File: src/rtl/uart_autobaud_if.sv
// Bus between the auto-baud controller and its neighbours: rx pin synchronizer,
// register block (start/cancel/status) and baud generator (cfg_div/baud_clear).
interface uart_autobaud_if #(
  parameter int CNT_W = 20
);
  logic             rx;
  logic             start;
  logic             cancel;
  logic [15:0]      cfg_div;
  logic             baud_clear;
  logic             busy;
  logic             done;
  logic             err;
  logic [CNT_W-1:0] meas_cnt;

  modport slave (
    input  rx, start, cancel,
    output cfg_div, baud_clear, busy, done, err, meas_cnt
  );

  modport master (
    output rx, start, cancel,
    input  cfg_div, baud_clear, busy, done, err, meas_cnt
  );
endinterface

File: src/rtl/uart_autobaud.sv
// Auto-baud controller: times five falling edges of a 0x55 sync character and
// derives cfg_div. Define UART_AUTOBAUD_ROUND_EN to round the divider to nearest.
module uart_autobaud #(
  parameter logic [15:0] DEFAULT_DIV = 16'd433,
  parameter int          CNT_W       = 20,
  parameter int          MIN_CNT     = 128
) (
  input  logic          clk,
  input  logic          rst,
  uart_autobaud_if.slave bus
);

  typedef enum logic [2:0] {
    IDLE,
    ARM,
    WAIT_FALL,
    MEASURE,
    CALC
  } state_t;

  state_t           state;
  logic             rx_q;
  logic             fall;
  logic [CNT_W-1:0] cnt;
  logic [2:0]       edge_cnt;
  logic [15:0]      cfg_div;
  logic [CNT_W-1:0] meas_cnt;
  logic             baud_clear;
  logic             done;
  logic             err;

  // N spans 8 bit-times, so the bit period is N/8 clocks and the divider one less.
  function automatic logic [15:0] calc_div(input logic [CNT_W-1:0] n);
    logic [31:0] t;
`ifdef UART_AUTOBAUD_ROUND_EN
    t = 32'(n) + 32'd4;
`else
    t = 32'(n);
`endif
    t = (t >> 3) - 32'd1;
    return t[15:0];
  endfunction

  function automatic logic too_short(input logic [CNT_W-1:0] n);
    return (n < CNT_W'(MIN_CNT));
  endfunction

  assign fall = rx_q & ~bus.rx;

  always_ff @(posedge clk) begin
    if (rst) begin
      state      <= IDLE;
      rx_q       <= 1'b1;
      cnt        <= '0;
      edge_cnt   <= '0;
      cfg_div    <= DEFAULT_DIV;
      meas_cnt   <= '0;
      baud_clear <= 1'b0;
      done       <= 1'b0;
      err        <= 1'b0;
    end else begin
      rx_q       <= bus.rx;
      baud_clear <= 1'b0;
      done       <= 1'b0;
      err        <= 1'b0;
      if (bus.cancel) begin
        state <= IDLE;
      end else begin
        case (state)
          IDLE: begin
            if (bus.start) state <= ARM;
          end
          ARM: begin
            if (rx_q) state <= WAIT_FALL;
          end
          WAIT_FALL: begin
            if (fall) begin
              cnt      <= CNT_W'(1);
              edge_cnt <= 3'd1;
              state    <= MEASURE;
            end
          end
          MEASURE: begin
            if (cnt == '1) begin
              err   <= 1'b1;
              state <= IDLE;
            end else begin
              cnt <= cnt + CNT_W'(1);
              if (fall) begin
                if (edge_cnt == 3'd4) begin
                  // Result is registered on entry so the pulses and new divider
                  // are presented during the CALC cycle itself.
                  state <= CALC;
                  if (too_short(cnt)) begin
                    err <= 1'b1;
                  end else begin
                    cfg_div    <= calc_div(cnt);
                    meas_cnt   <= cnt;
                    baud_clear <= 1'b1;
                    done       <= 1'b1;
                  end
                end else begin
                  edge_cnt <= edge_cnt + 3'd1;
                end
              end
            end
          end
          CALC: begin
            state <= IDLE;
          end
          default: begin
            state <= IDLE;
          end
        endcase
      end
    end
  end

  assign bus.busy       = (state != IDLE);
  assign bus.cfg_div    = cfg_div;
  assign bus.meas_cnt   = meas_cnt;
  assign bus.baud_clear = baud_clear;
  assign bus.done       = done;
  assign bus.err        = err;

endmodule

File: src/flat_wrapper.sv
// flat-port wrapper written by rule: the top's interface ports become plain ports
module uart_autobaud_flat 
#(
  parameter logic [15:0] DEFAULT_DIV = 16'd433,
  parameter int          CNT_W       = 20,
  parameter int          MIN_CNT     = 128
)
  (clk, rst, bus_rx, bus_start, bus_cancel, bus_cfg_div, bus_baud_clear, bus_busy, bus_done, bus_err, bus_meas_cnt);
  uart_autobaud_if #(.CNT_W(CNT_W)) bus_i ();
  input  logic clk;
  input  logic rst;
  input wire logic [$bits(bus_i.rx)-1:0] bus_rx;
  input wire logic [$bits(bus_i.start)-1:0] bus_start;
  input wire logic [$bits(bus_i.cancel)-1:0] bus_cancel;
  output wire logic [$bits(bus_i.cfg_div)-1:0] bus_cfg_div;
  output wire logic [$bits(bus_i.baud_clear)-1:0] bus_baud_clear;
  output wire logic [$bits(bus_i.busy)-1:0] bus_busy;
  output wire logic [$bits(bus_i.done)-1:0] bus_done;
  output wire logic [$bits(bus_i.err)-1:0] bus_err;
  output wire logic [$bits(bus_i.meas_cnt)-1:0] bus_meas_cnt;
  assign bus_i.rx = bus_rx;
  assign bus_i.start = bus_start;
  assign bus_i.cancel = bus_cancel;
  assign bus_cfg_div = bus_i.cfg_div;
  assign bus_baud_clear = bus_i.baud_clear;
  assign bus_busy = bus_i.busy;
  assign bus_done = bus_i.done;
  assign bus_err = bus_i.err;
  assign bus_meas_cnt = bus_i.meas_cnt;
  uart_autobaud #(.DEFAULT_DIV(DEFAULT_DIV), .CNT_W(CNT_W), .MIN_CNT(MIN_CNT)) u_core (.clk(clk), .rst(rst), .bus(bus_i));
endmodule
File: config.mk
export PLATFORM = sky130hd
export DESIGN_NAME = uart_autobaud_flat
export DESIGN_NICKNAME = d
export VERILOG_FILES = /design/src/rtl/uart_autobaud_if.sv /design/src/rtl/uart_autobaud.sv /design/src/flat_wrapper.sv
export SDC_FILE = /design/constraint.sdc
export NUM_CORES = 1
export LEC_CHECK = 0
export CELL_PAD_IN_SITES_DETAIL_PLACEMENT = 1
export CELL_PAD_IN_SITES_GLOBAL_PLACEMENT = 2
export CORE_MARGIN = 10
export CORE_UTILIZATION = 32
export CTS_CLUSTER_DIAMETER = 200
export CTS_CLUSTER_SIZE = 20
export DETAILED_ROUTE_END_ITERATION = 16
export GPL_TIMING_DRIVEN = 0
export PLACE_DENSITY = 0.85
export SETUP_SLACK_MARGIN = 0.5
export SLEW_MARGIN = 20
export SYNTH_ARGS = -nofsm -noshare
export SYNTH_HDL_FRONTEND = slang
export SYNTH_SLANG_ARGS = --single-unit
File: constraint.sdc
create_clock -name clk -period 3.4 [get_ports clk]
set_clock_uncertainty 0.2 [all_clocks]
set_input_delay 0.68 -clock clk [delete_from_list [all_inputs] [get_ports clk]]
set_output_delay 0.68 -clock clk [all_outputs]
set_load 0.005 [all_outputs]
==> run_1/metal_stack.png <==
Scale: 3 px per µm. Two of the layers only.
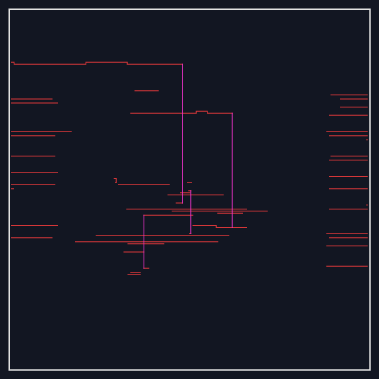
- red: met3 (wire length 705 µm)
- magenta: met4 (wire length 116 µm)

==> run_1/pdn.png <==
Scale: 3 px per µm. Pins as bars on the die edge.
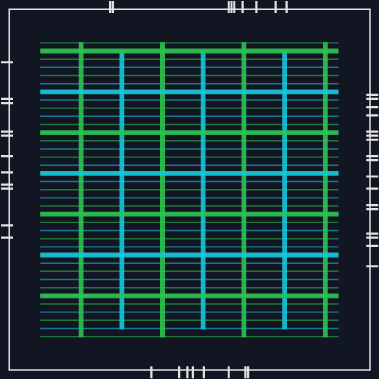
- green: VSS
- cyan: VDD
- rows: 36
- met5 straps: 7
- signal pins: 45
- met4 straps: 7
- met1 rails: 37

==> run_1/clock_map.png <==
Scale: 4 px per µm.
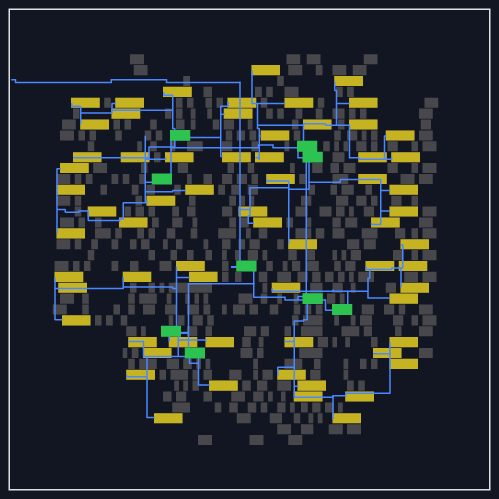
- blue: clock wires (length 966 µm)
- yellow: flip-flops (count 65)
- green: cells driving clock nets (count 9)
- routed clock nets: 10

[run 1: metal layers]
| metal | share of wire (%) | routed length (µm) |
|---|---|---|
| met1 | 43 | 4437 |
| met4 | 1.1 | 116 |
| met2 | 49 | 4968 |
| met3 | 6.9 | 704 |
| met5 | 0 | 0 |
[run 1: power by group]
| group | leakage [nW] | switching (W) | total (W) | internal [W] |
|---|---|---|---|---|
| logic | 0.754 | 0.0000306 | 0.0000468 | 0.0000162 |
| registers | 0.524 | 0.00000260 | 0.000765 | 0.000763 |
| clock network | 0.0953 | 0.000311 | 0.000668 | 0.000356 |
==> metrics.yaml, run 1 <==
run_status: "finished, final reports clean"
ys_sh_aoi_pct: 24.83
critPathArrivalTime_ns: 2.80
grt_pass1_vias: 3249
met2_usage_pct: 24.42
grt_util_met3_pct: 4.219
rsz0062_at_grt: "false"
largest_area_cell: "dfxtp_1"
top_level_ports: 45
r2r_end: "u_core.cnt[16]$_SDFFE_PP0P_"
cts_hold_buf: 0
max_freq_mhz: 366.8
cp_top_family: "simple AND/OR/NAND/NOR gates"
timing_worst_setup_path_type: "reg2reg"
ys_sh_mux_pct: 0.6287
warnings: 28
buf_share_pct: 15.71
path_cells: "ha_1 -> nand4_1 -> nor4_2 -> a31o_2 -> buf_4 -> buf_2 -> o21ai_0 -> a21oi_1"
ff_count: 65
clk_pin_slew_worst_paths_ns: 0.07
rrSetupSlack_ns: 0.67
critPathBufInv: 2
fillerInstances: 1181
die_y_um: 119.8
cap_violations: 0
cpMaxStageDelayCell: "nor4_2"
synth_cells: 387
ys_seq_share_pct: 40.86
place_ws_ns: 0.06400
logic_area_um2: 1675
portBuffers: 44
wire_per_inst_um: 17.63
routabilityCongestion: 0.8283
slew_headroom_pct: 44.50
synth-xor-area-share_pct: 3.301
==> run_1/cell_classes.png <==
Scale: 2 px per µm. Fill, decap, tap and diode cells in grey.
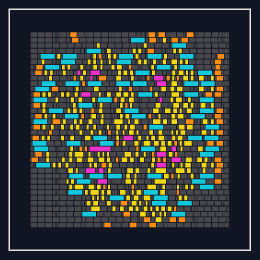

--- run 2 (diff from run 1) ---
--- a/config.mk
+++ b/config.mk
@@ -8,12 +8,12 @@
 export CELL_PAD_IN_SITES_DETAIL_PLACEMENT = 1
 export CELL_PAD_IN_SITES_GLOBAL_PLACEMENT = 2
 export CORE_MARGIN = 10
-export CORE_UTILIZATION = 32
+export CORE_UTILIZATION = 29
 export CTS_CLUSTER_DIAMETER = 200
 export CTS_CLUSTER_SIZE = 20
 export DETAILED_ROUTE_END_ITERATION = 16
 export GPL_TIMING_DRIVEN = 0
-export PLACE_DENSITY = 0.85
+export PLACE_DENSITY = 0.81
 export SETUP_SLACK_MARGIN = 0.5
 export SLEW_MARGIN = 20
 export SYNTH_ARGS = -nofsm -noshare
==> constraint.sdc (replaced) <==
create_clock -name clk -period 2.4 [get_ports clk]
set_clock_uncertainty 0.2 [all_clocks]
set_input_delay 0.48 -clock clk [delete_from_list [all_inputs] [get_ports clk]]
set_output_delay 0.48 -clock clk [all_outputs]
set_load 0.005 [all_outputs]
==> run_2/cell_classes.png <==
Scale: 2 px per µm. Fill, decap, tap and diode cells in grey.
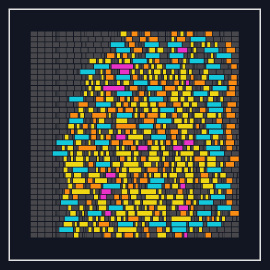
- yellow: all other logic (cells 285)
- orange: other buffers and delay cells (cells 136)
- cyan: flip-flops (cells 65)
- magenta: clock drivers and dummy loads (cells 16)

==> run_2/pdn.png <==
Scale: 3 px per µm. Pins as bars on the die edge.
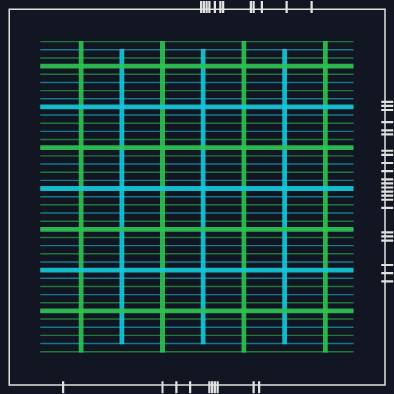
- cyan: VDD
- green: VSS
- signal pins: 45
- rows: 38
- met5 straps: 7
- met1 rails: 39
- met4 straps: 7

==> run 2 against run 1 <==
  * The flow now finishes with violations (negative setup slack)
  * Flip-flop count unchanged
  * Power up 52%
  * Clock-buffer cell count shrank 2
  * Setup slack worse by 0.73 ns
  * Wire length up 38%
  * Critical path type unchanged
  * Largest cell class unchanged
==> metrics.yaml, run 2 <==
rrSetupSlack_ns: -0.05
setup_violations: 13
ff_count: 65
critPathBufInv: 3
buf_share_pct: 24.43
cts_hold_buf: 0
critPathArrivalTime_ns: 2.53
grt_util_met3_pct: 3.319
pg_clk_w: 0.00107
top_level_ports: 45
clk_pin_slew_worst_paths_ns: 0.08
route.met2.wl_mm: 7.248
met1_length_mm: 5.857
wl_met3_um: 657
p_sw_share_pct: 24.44
wire_per_inst_um: 21.98
run_status: "complete, but fails checks"
met2_usage_pct: 27.33
largest_area_cell: "dfxtp_1"
power-top-group: "sequential cells"
violations: "negative setup slack"
p_clk_share_pct: 47.5
finalWorstSetupSlack_ns: -0.05238
==> run_2/metal_stack.png <==
Scale: 3 px per µm. Two of the layers only.
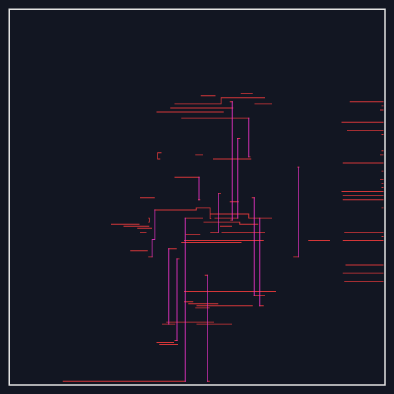
- red: met3 (wire length 657 µm)
- magenta: met4 (wire length 350 µm)

## run 2: cell counts after synthesis
Identical to the previous run, type by type.
## run 2: logic make-up after synthesis
kind of cell | Yosys count | synth area share [%]
simple gates | 123 | 21.38
buf+inv | 47 | 7.033
xor+xnor | 12 | 3.301
flops | 65 | 40.86
compound gates | 133 | 24.83
mux | 2 | 0.6287
fa+ha+maj | 5 | 1.965
## run 2: what timing repair did
item,in CTS,in global routing
gates cloned,4,2
endpoints found under the setup margin,89,79
setup buffers,29,20
resized,155,111
pin swaps,36,31
## run 2: per-stage QoR
step	cell area (µm²)	utilization [%]
after global routing	5254	48.68
final	5254	48.68
after floorplan	3229	-
after global placement	3845	35.62
after CTS	4687	43.43
after detailed placement	3845	35.62
Power and IR drop assume default switching activity.
